## src/rtl/adder_pkg.sv

```systemverilog
// Shared defaults, slice-width helper, configuration check and the half/full
// adder cells used by the ripple slices of pipelined_adder.
package adder_pkg;

  localparam int ADDER_WIDTH  = 32;
  localparam int ADDER_STAGES = 4;

  function automatic int slice_width(input int width, input int stages);
    return width / stages;
  endfunction

  // A legal split has at least one slice, no slice narrower than one bit and
  // no remainder bits left over for an extra partial slice.
  function automatic bit stages_ok(input int width, input int stages);
    return (stages >= 1) && (stages <= width) && ((width % stages) == 0);
  endfunction

  // Returns {carry, sum}.
  function automatic logic [1:0] half_add(input logic x, input logic y);
    return {x & y, x ^ y};
  endfunction

  // Returns {carry, sum}; two half adders plus the carry merge.
  function automatic logic [1:0] full_add(input logic x, input logic y, input logic ci);
    logic [1:0] h0;
    logic [1:0] h1;
    h0 = half_add(x, y);
    h1 = half_add(h0[0], ci);
    return {h0[1] | h1[1], h1[0]};
  endfunction

endpackage

```

## src/rtl/adder_slice.sv

```systemverilog
// Combinational SW-bit ripple-carry adder slice built from the package's
// full-adder cell; one instance per pipeline stage.
module adder_slice
  import adder_pkg::*;
#(
  parameter int SW = 8
) (
  input  logic [SW-1:0] a_i,
  input  logic [SW-1:0] b_i,
  input  logic          c_i,
  output logic [SW-1:0] s_o,
  output logic          c_o
);

  logic [SW:0] carry;

  always_comb begin
    carry    = '0;
    s_o      = '0;
    carry[0] = c_i;
    for (int i = 0; i < SW; i++) begin
      {carry[i+1], s_o[i]} = full_add(a_i[i], b_i[i], carry[i]);
    end
  end

  assign c_o = carry[SW];

endmodule

```

## src/rtl/pipelined_adder.sv

```systemverilog
// Pipelined WIDTH-bit adder/subtractor split into STAGES ripple slices with
// skew/deskew registers. Define ADDER_OVF_EN to add the registered ovf output.
module pipelined_adder
  import adder_pkg::*;
#(
  parameter int WIDTH  = ADDER_WIDTH,
  parameter int STAGES = ADDER_STAGES
) (
  input  logic             clk,
  input  logic             rst,
  input  logic             in_valid,
  output logic             in_ready,
  input  logic [WIDTH-1:0] a,
  input  logic [WIDTH-1:0] b,
  input  logic             cin,
  input  logic             sub,
  output logic             out_valid,
  input  logic             out_ready,
  output logic [WIDTH-1:0] sum,
  output logic             cout
`ifdef ADDER_OVF_EN
  ,
  output logic             ovf
`endif
);

  localparam int SW = slice_width(WIDTH, STAGES);

  if (!stages_ok(WIDTH, STAGES)) begin : g_bad_cfg
    $error("pipelined_adder: WIDTH must be a non-zero multiple of STAGES");
  end

  // Handshake: a word moves in on in_valid && in_ready and out on
  // out_valid && out_ready. The whole pipe advances as one unit whenever the
  // output slot is empty or being drained, so in_ready equals that advance.
  logic             advance;
  logic [WIDTH-1:0] b_x;

  assign advance  = !out_valid || out_ready;
  assign in_ready = advance;
  assign b_x      = sub ? ~b : b;

  for (genvar k = 0; k < STAGES; k++) begin : g_stg
    logic [SW-1:0]       sl_a;
    logic [SW-1:0]       sl_b;
    logic [SW-1:0]       sl_s;
    logic                sl_ci;
    logic                sl_co;
    logic                v_d;
    logic [(k+1)*SW-1:0] s_d;
    logic                v_q;
    logic                c_q;
    logic [(k+1)*SW-1:0] s_q;

    // Stage 0 reads the accepted operands; later stages read the skew
    // registers and the carry registered out of the stage before.
    if (k == 0) begin : g_src
      assign sl_a  = a[SW-1:0];
      assign sl_b  = b_x[SW-1:0];
      assign sl_ci = sub ? 1'b1 : cin;
      assign v_d   = in_valid;
      assign s_d   = sl_s;
    end else begin : g_src
      assign sl_a  = g_stg[k-1].g_skew.a_q[SW-1:0];
      assign sl_b  = g_stg[k-1].g_skew.b_q[SW-1:0];
      assign sl_ci = g_stg[k-1].c_q;
      assign v_d   = g_stg[k-1].v_q;
      assign s_d   = {sl_s, g_stg[k-1].s_q};
    end

    adder_slice #(
      .SW(SW)
    ) u_slice (
      .a_i(sl_a),
      .b_i(sl_b),
      .c_i(sl_ci),
      .s_o(sl_s),
      .c_o(sl_co)
    );

    always_ff @(posedge clk or posedge rst) begin
      if (rst) begin
        v_q <= 1'b0;
        c_q <= 1'b0;
        s_q <= '0;
      end else if (advance) begin
        v_q <= v_d;
        c_q <= sl_co;
        s_q <= s_d;
      end
    end

    // Upper operand slices not yet added ride along; slice k+1 sits in the
    // low bits so the next stage always picks from [SW-1:0].
    if (k < STAGES - 1) begin : g_skew
      localparam int RW = WIDTH - (k + 1) * SW;
      logic [RW-1:0] a_d;
      logic [RW-1:0] b_d;
      logic [RW-1:0] a_q;
      logic [RW-1:0] b_q;

      if (k == 0) begin : g_rest
        assign a_d = a[WIDTH-1:SW];
        assign b_d = b_x[WIDTH-1:SW];
      end else begin : g_rest
        assign a_d = g_stg[k-1].g_skew.a_q[RW+SW-1:SW];
        assign b_d = g_stg[k-1].g_skew.b_q[RW+SW-1:SW];
      end

      always_ff @(posedge clk or posedge rst) begin
        if (rst) begin
          a_q <= '0;
          b_q <= '0;
        end else if (advance) begin
          a_q <= a_d;
          b_q <= b_d;
        end
      end
    end
  end

  assign out_valid = g_stg[STAGES-1].v_q;
  assign sum       = g_stg[STAGES-1].s_q;
  assign cout      = g_stg[STAGES-1].c_q;

`ifdef ADDER_OVF_EN
  // The last slice already carries both sign bits, so no sign pipeline is needed.
  logic ovf_d;
  logic ovf_q;

  assign ovf_d = (g_stg[STAGES-1].sl_a[SW-1] == g_stg[STAGES-1].sl_b[SW-1]) &&
                 (g_stg[STAGES-1].sl_s[SW-1] != g_stg[STAGES-1].sl_a[SW-1]);

  always_ff @(posedge clk or posedge rst) begin
    if (rst) begin
      ovf_q <= 1'b0;
    end else if (advance) begin
      ovf_q <= ovf_d;
    end
  end

  assign ovf = ovf_q;
`endif

endmodule

```

## config.mk

```make
export PLATFORM = sky130hd
export DESIGN_NAME = pipelined_adder
export DESIGN_NICKNAME = d
export VERILOG_FILES = /design/src/rtl/adder_pkg.sv /design/src/rtl/adder_slice.sv /design/src/rtl/pipelined_adder.sv
export SDC_FILE = /design/constraint.sdc
export NUM_CORES = 1
export LEC_CHECK = 0
export ABC_AREA = 1
export ABC_CLOCK_PERIOD_IN_PS = 5650
export CORE_ASPECT_RATIO = 1.5
export CORE_UTILIZATION = 30
export CTS_CLUSTER_DIAMETER = 200
export CTS_CLUSTER_SIZE = 24
export DETAILED_ROUTE_END_ITERATION = 6
export GPL_ROUTABILITY_DRIVEN = 1
export GPL_TIMING_DRIVEN = 0
export SLEW_MARGIN = 20
export SYNTH_ARGS = -nofsm -noshare
export SYNTH_HDL_FRONTEND = slang
export SYNTH_HIERARCHICAL = 1
export SYNTH_SLANG_ARGS = --single-unit
```

## constraint.sdc

```tcl
create_clock -name clk -period 5.65 [get_ports clk]
set_input_delay 1.13 -clock clk [delete_from_list [all_inputs] [get_ports clk]]
set_output_delay 1.13 -clock clk [all_outputs]
set_load 0.01 [all_outputs]
```

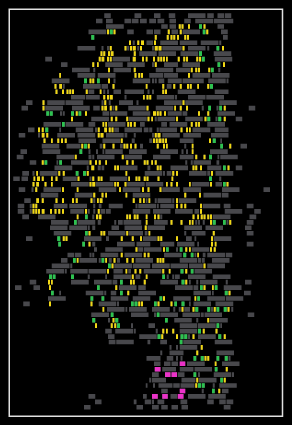
(images/gates.png)
Scale: 2 px per µm.
| family | color | cells | most used |
|---|---|---|---|
| nand cells | yellow | 401 | nand2_1 |
| xor and xnor cells | magenta | 8 | xor2_1 |
| aoi and oai cells | green | 99 | o21ai_0 |

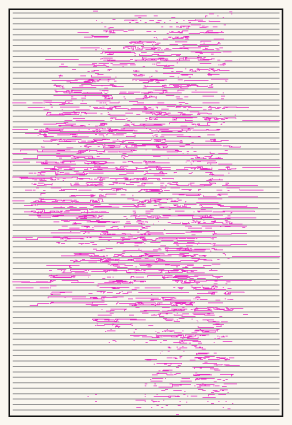
(images/m1.png)
Scale: 2 px per µm. Supply wires on this layer in gray.
longest straight run: 42.3 µm
main direction: horizontal
wire length on this layer: 7620 µm
DRT Wirelength: 19100 µm
via count: 5875
routing usage on met1: 0.174

==> reports/qor.yml <==
sta:
  drv_slew: 0
  tns_ns: 0
  whs_ns: 0.472
  fmax_ghz: 0.208
  fin_crit_sh: 0.849
status:
  outcome: "finished, final reports clean"
hold_path:
  worstHoldStart: "sum[30]"
  hold_depth: 2
placement:
  placed_area_um2: 9680
  portBuffers: 103
  post-dp-hpwl_um: 14500
synth:
  synth_top_cell_by_area: "dfrtp_1"
  ys_async_sr_fraction: 1.00
  yosys_warnings: 6
  yosysSeqAreaShare: 0.571
  edf_count: 0
  yosysCellCount: 890
  avgSynthCellArea_um2: 9.05
  synthTopCellsByCount: "nand2_1 (377), dfrtp_1 (184), inv_1 (118), o21ai_0 (99), fa_1 (32)"
clock_network:
  tritoncts: "built"
  cts.path.max_buffers: 2
  cts_buffers: 17
  htree_levels: 4
setup_path:
  crit_start: "sub"
  r2r-end: "g_stg[2].s_q[23]"
  path_depth: 17
  crit_required_ns: 6.00
  arrival_ns: 5.14
global_route:
  antenna_found_initial: 0
  use_met3: 0.0285
  grt_pass1_vias: 6200
run:
  tool_warnings: 26
  drv_cap: 0
layout:
  syn2layout_area_growth_pct: 27.3
  logic_gates: 542
  comb_share: 0.268
  final_core_util: 0.387
  clock_buffers: 18
  fin_area_um2: 10300
route:
  drc: 0
die:
  tapCellCount: 337
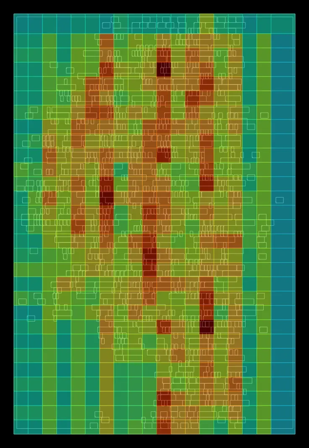
(images/congestion_map.png)
busiest grt layer: met2
grt met2 use: 0.267

-- routing by layer --
metal  wire length, µm  up-vias  part of all wire
met2             10200      104              0.53
met1              7620     2823              0.40
met5                 0        -                 0
met3               831       27             0.043
met4               441        0             0.023
li1                  -     2921                 -
-- sequential cells by signal, indices dropped and copies added, names as in the netlist --
register and count:
out_valid 1, g_stg.s_q 48, cout 1, g_stg.g_skew.a_q 48, g_stg.v_q 3, g_stg.g_skew.b_q 48
sum 32, g_stg.c_q 3
-- report_power, final --
part	total [mW]	internal [mW]	switching [mW]	leakage [nW]
Sequential	2.22	1.90	0.317	2.22
Combinational	1.83	0.811	1.02	2.68
Clock	1.18	0.631	0.550	0.278
No activity file was given, so power comes from the tool's default toggle rates.
